$ cat config.mk
export PLATFORM = sky130hd
export DESIGN_NAME = uart_rx_shift_register
export DESIGN_NICKNAME = d
export VERILOG_FILES = /design/src/rtl/uart_pkg.sv /design/src/rtl/uart_rx_tick_counter.sv /design/src/rtl/uart_rx_shift_register.sv
export SDC_FILE = /design/constraint.sdc
export NUM_CORES = 1
export LEC_CHECK = 0
export ABC_AREA = 1
export CORE_ASPECT_RATIO = 0.8
export CORE_MARGIN = 4
export CORE_UTILIZATION = 59
export DETAILED_ROUTE_END_ITERATION = 8
export GPL_TIMING_DRIVEN = 0
export MAX_ROUTING_LAYER = met4
export PLACE_DENSITY = 0.93
export SYNTH_ARGS = -nofsm -noshare
export SYNTH_HDL_FRONTEND = slang
export SYNTH_SLANG_ARGS = --single-unit
$ cat constraint.sdc
create_clock -name clk -period 2.6 [get_ports clk]
set_clock_uncertainty 0.1 [all_clocks]
set_input_delay 0.52 -clock clk [delete_from_list [all_inputs] [get_ports clk]]
set_output_delay 0.52 -clock clk [all_outputs]
set_load 0.03 [all_outputs]
$ cat src/rtl/uart_pkg.sv
// Shared UART receive types and default frame parameters.
package uart_pkg;

  localparam int unsigned UART_DATA_BITS  = 8;
  localparam int unsigned UART_OVERSAMPLE = 16;

  typedef enum logic [2:0] {
    IDLE,
    START,
    DATA,
    PARITY,
    STOP
  } rx_state_t;

endpackage

$ cat src/rtl/uart_rx_tick_counter.sv
// Oversample tick counter: counts sample_tick within a bit period and flags the
// mid-bit and last-tick positions, qualified by the tick itself.
module uart_rx_tick_counter
  import uart_pkg::*;
#(
  parameter int unsigned OVERSAMPLE = UART_OVERSAMPLE
) (
  input  logic clk,
  input  logic rst_n,
  input  logic sample_tick,
  input  logic clear,
  output logic mid_bit_c,
  output logic full_bit_c
);

  localparam int unsigned CW = $clog2(OVERSAMPLE);

  logic [CW-1:0] tick_cnt;

  // Clear has priority so the FSM can restart a bit period on the sampling tick.
  always_ff @(posedge clk or negedge rst_n) begin
    if (!rst_n) begin
      tick_cnt <= '0;
    end else if (clear) begin
      tick_cnt <= '0;
    end else if (sample_tick) begin
      tick_cnt <= tick_cnt + CW'(1);
    end
  end

  assign mid_bit_c  = sample_tick && (tick_cnt == CW'(OVERSAMPLE / 2 - 1));
  assign full_bit_c = sample_tick && (tick_cnt == CW'(OVERSAMPLE - 1));

endmodule

$ cat src/rtl/uart_rx_shift_register.sv
// UART receiver: synchroniser, start detect, mid-bit sampling, LSB-first shift, stop check.
// Optional even-parity bit between data and stop when UART_RX_PARITY_EN is defined.
module uart_rx_shift_register
  import uart_pkg::*;
#(
  parameter int unsigned OVERSAMPLE = UART_OVERSAMPLE,
  parameter int unsigned DATA_BITS  = UART_DATA_BITS
) (
  input  logic                 clk,
  input  logic                 rst_n,
  input  logic                 sample_tick,
  input  logic                 rx_serial,
  output logic [DATA_BITS-1:0] data_out,
  output logic                 data_valid,
  output logic                 framing_err,
`ifdef UART_RX_PARITY_EN
  output logic                 parity_err,
`endif
  output logic                 busy
);

  localparam int unsigned BW = $clog2(DATA_BITS + 1);

  rx_state_t            state, state_next;
  logic                 rx_meta, rx_sync, rx_prev;
  logic [DATA_BITS-1:0] shift_reg;
  logic [BW-1:0]        bit_cnt;
  logic                 cnt_clear, shift_en, load, ferr;
  logic                 mid_bit, full_bit;
`ifdef UART_RX_PARITY_EN
  logic                 par_capture, par_bad;
`endif

  uart_rx_tick_counter #(
    .OVERSAMPLE (OVERSAMPLE)
  ) u_tick_counter (
    .clk         (clk),
    .rst_n       (rst_n),
    .sample_tick (sample_tick),
    .clear       (cnt_clear),
    .mid_bit_c   (mid_bit),
    .full_bit_c  (full_bit)
  );

  // Two-flop synchroniser plus one history flop for falling-edge detection.
  always_ff @(posedge clk or negedge rst_n) begin
    if (!rst_n) begin
      rx_meta <= 1'b1;
      rx_sync <= 1'b1;
      rx_prev <= 1'b1;
    end else begin
      rx_meta <= rx_serial;
      rx_sync <= rx_meta;
      rx_prev <= rx_sync;
    end
  end

  always_ff @(posedge clk or negedge rst_n) begin
    if (!rst_n) begin
      state <= IDLE;
    end else begin
      state <= state_next;
    end
  end

  always_comb begin
    state_next = state;
    cnt_clear  = 1'b0;
    shift_en   = 1'b0;
    load       = 1'b0;
    ferr       = 1'b0;
`ifdef UART_RX_PARITY_EN
    par_capture = 1'b0;
`endif
    case (state)
      IDLE: begin
        cnt_clear = 1'b1;
        if (!rx_sync && rx_prev) begin
          state_next = START;
        end
      end
      START: begin
        if (mid_bit) begin
          cnt_clear  = 1'b1;
          state_next = rx_sync ? IDLE : DATA;
        end
      end
      DATA: begin
        if (full_bit) begin
          cnt_clear = 1'b1;
          shift_en  = 1'b1;
          if (bit_cnt == BW'(DATA_BITS - 1)) begin
`ifdef UART_RX_PARITY_EN
            state_next = PARITY;
`else
            state_next = STOP;
`endif
          end
        end
      end
`ifdef UART_RX_PARITY_EN
      PARITY: begin
        if (full_bit) begin
          cnt_clear   = 1'b1;
          par_capture = 1'b1;
          state_next  = STOP;
        end
      end
`else
      PARITY: state_next = IDLE;
`endif
      STOP: begin
        if (full_bit) begin
          cnt_clear  = 1'b1;
          load       = rx_sync;
          ferr       = !rx_sync;
          state_next = IDLE;
        end
      end
      default: state_next = IDLE;
    endcase
  end

  // Datapath and registered output pulses.
  always_ff @(posedge clk or negedge rst_n) begin
    if (!rst_n) begin
      shift_reg   <= '0;
      bit_cnt     <= '0;
      data_out    <= '0;
      data_valid  <= 1'b0;
      framing_err <= 1'b0;
      busy        <= 1'b0;
    end else begin
      if (state == IDLE) begin
        bit_cnt <= '0;
      end else if (shift_en) begin
        bit_cnt <= bit_cnt + BW'(1);
      end
      if (shift_en) begin
        shift_reg <= {rx_sync, shift_reg[DATA_BITS-1:1]};
      end
      if (load) begin
        data_out <= shift_reg;
      end
      data_valid  <= load;
      framing_err <= ferr;
      busy        <= (state_next != IDLE);
    end
  end

`ifdef UART_RX_PARITY_EN
  // Mismatch against even parity, reported only alongside a good stop bit.
  always_ff @(posedge clk or negedge rst_n) begin
    if (!rst_n) begin
      par_bad    <= 1'b0;
      parity_err <= 1'b0;
    end else begin
      if (par_capture) begin
        par_bad <= rx_sync ^ (^shift_reg);
      end
      parity_err <= load && par_bad;
    end
  end
`endif

endmodule

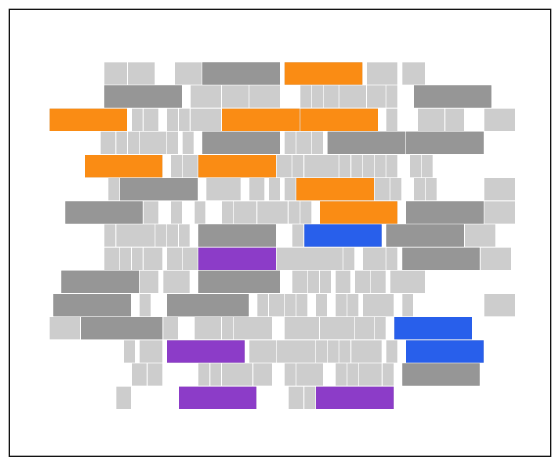
Figure 1: register map, names as in the netlist.
Other sequential cells in the stronger gray, the rest of the logic in the fainter gray.
- `shift_reg`: orange (placed flops 8)
- `state`: blue (placed flops 3)
- `u_tick_counter.tick_cnt`: purple (placed flops 4; where south)
sequential cell area share: 50.2%
P_seq: 0.000593 W

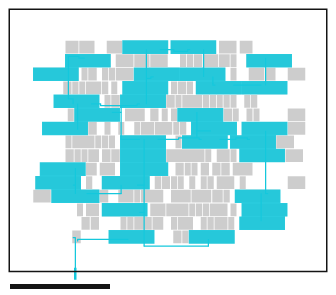
Figure 2: port wiring.
Bar = 20 um.
- `rst_n`: cyan (bits 1; direction input; edge south; end cells 33; buffers 1; wire 191 um)
IO Count: 15
count of input and output buffers: 13

==> impl_metrics.json <==
{
  "status": "complete, no violations",
  "dp_cells": 184,
  "antenna_left": 0,
  "syn_area_um2": 1450,
  "cts_inserted_buffers": 5,
  "flop_area_um2": 830,
  "ys_seq_share_pct": 57.3,
  "grtUsageMet3_pct": 7.73,
  "mappedNetlistNets": 152,
  "end_kind": "primary output",
  "comb_area_share_pct": 31.8,
  "mux_area_share_pct": 0.691,
  "ff_type": "dfrtp_1",
  "p_per_area_nw_per_um2": 640,
  "net-switching-power_w": 0.000327,
  "worst_slack_ns": 0.592,
  "grt_max_degree": 34,
  "ctsResizeCount": 0,
  "ys_chip_area_um2": 1450,
  "yosys.area.top_type": "dfrtp_1",
  "pre_cts_slack_ns": 0.323,
  "worst-path-buf-inv": 1,
  "worstReg2RegStart": "u_tick_counter.tick_cnt[0]",
  "r2r-end": "bit_cnt[3]",
  "crit_cells": 1,
  "path_cells": "clkdlybuf4s50_1",
  "first_pass_iters": 4,
  "signal_buffers": 16,
  "maxCapViolations": 0,
  "clock_latency_ns": 0.34,
  "p_total_w": 0.00106,
  "logic_gates": 93,
  "cts_tree": "built",
  "hold_viol_final": 0,
  "avgSynthCellArea_um2": 9.92,
  "layout-drive-gt1-share_pct": 16.8,
  "rrSetupSlack_ns": 0.92,
  "fin_crit_sh_pct": 77.2,
  "p_clk_w": 0.000269,
  "cts_buffer_depth": 2,
  "fp_util_pct": 64.3,
  "ys_cells": 146,
  "cts.sinks": 33,
  "logic_area_um2": 526,
  "p_seq_share_pct": 56.1,
  "wl_met2_um": 1250,
  "cts.htree.levels": 2,
  "startpoint": "data_out[1]",
  "top_area_share_pct": 51.8,
  "warnings": 26,
  "area_dominant_class": "registers",
  "min_path_type": "primary input to asynchronous set/reset pin",
  "power.group.top": "sequential cells",
  "grt_util_met1_pct": 21.7,
  "seq_cells": 33,
  "clkCellAreaFrac_pct": 2.95,
  "clkbuf_count": 8,
  "async_flop_share_pct": 100,
  "crit_slowest_cell": "clkdlybuf4s50_1",
  "holdWs_ns": 0.117,
  "nets": 172,
  "crit_end": "data_out[1]",
  "drt_iter0_markers": 43,
  "maxSlewHeadroom_pct": 53.4,
  "path_delay_family": "buffers and inverters",
  "grt_pass1_wl_um": 4670,
  "ys_types": 22,
  "die_w_um": 63.4,
  "post_cts_buffers": 0,
  "fin_area_um2": 1650,
  "worst_pin_slew_ns": 0.700,
  "worstSetupStartpointType": "flip-flop",
  "power_frac_clock_pct": 25.4,
  "inverters": 17,
  "p_comb_share_pct": 18.5,
  "area_leaders": "dfrtp_1 52%, nand2_1 10%, dfstp_2 5.4%, o21ai_0 4.1%, inv_1 4.1%",
  "met1_length_um": 1180,
  "dpl_cell_area_um2": 1610,
  "final_cells": 192,
  "hold_buffers": 0,
  "dieHeight_um": 52.3,
  "nonClkBufAreaFrac_pct": 9.38,
  "grt_pass1_vias": 1058,
  "cp.arrival_ns": 1.39,
  "rsz0062_at_grt": "false",
  "ys_seq_elements": 33,
  "cpPeakStageDelay_ns": 0.68,
  "use_met2_pct": 32.2,
  "period_minus_slack_ns": 2.01,
  "die-area_um2": 3320,
  "worstPathMaxFanout": 2,
  "grt_antenna_before_repair": 0,
  "common_cells": "39 x nand2_1, 30 x dfrtp_1, 16 x inv_1",
  "area_growth_pct": 14.2,
  "ys_sh_simple_pct": 23.7,
  "p_int_w": 0.000731,
  "sw_frac_of_total_pct": 30.9,
  "reg2reg_depth": 6,
  "synth_top_cell_by_count": "nand2_1",
  "diodes": 0,
  "lay_top_cells": "39 x nand2_1, 30 x dfrtp_1, 16 x inv_1",
  "drcViolationCount": 0,
  "edf_count": 0,
  "power_leakage_nw": 0.805,
  "ys_warn_count": 0,
  "fmax_mhz": 498,
  "topRoutingLayerUsed": "met4",
  "syn_inst": 146,
  "worst-setup-path-type": "flip-flop to primary output",
  "place.gp.congestion": 0.828,
  "layout.cells.most_common": "nand2_1",
  "ys_sh_adder_pct": 1.73,
  "busiest_layer": "met2",
  "ys_sh_xor_pct": 2.42,
  "grt-ovfl-total": 0,
  "tns_ns": 0,
  "slew_violations": 0,
  "dr_wl_met3_um": 139,
  "clk_pin_slew_worst_paths_ns": 0.09,
  "ir_drop_v": 0.000404,
  "place_hpwl_um": 1830,
  "compound_area_share_pct": 7.77,
  "via_per_inst": 5.31
}
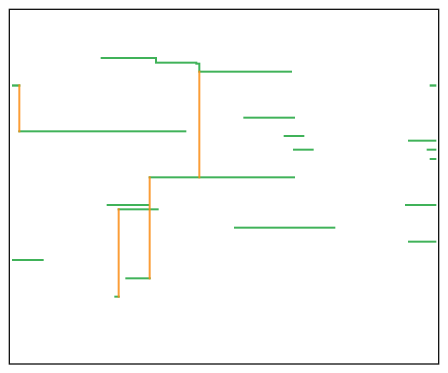
Figure 3: wiring by layer.
Two of the layers only.
- met4: orange (wire length 50.3 um)
- met3: green (wire length 139 um)
post-DR wirelength/cell: 13.6 um
GRT Overall Usage: 19.6%
routed vias: 1,019
Total Wirelength: 2620 um

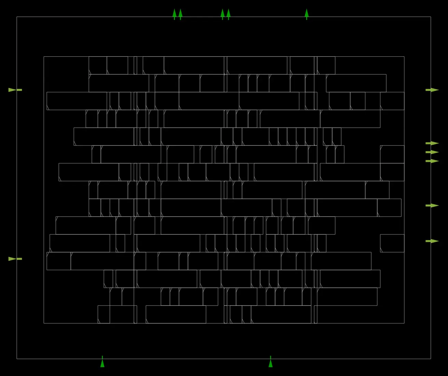
Figure 4: placed standard cells.
fin util: 73.4%
Tapcells: 25
Core Region: 2250 um2
# fillers: 143
Rows: 15

Power figures rest on the tool's default switching activity, not on a simulated workload.
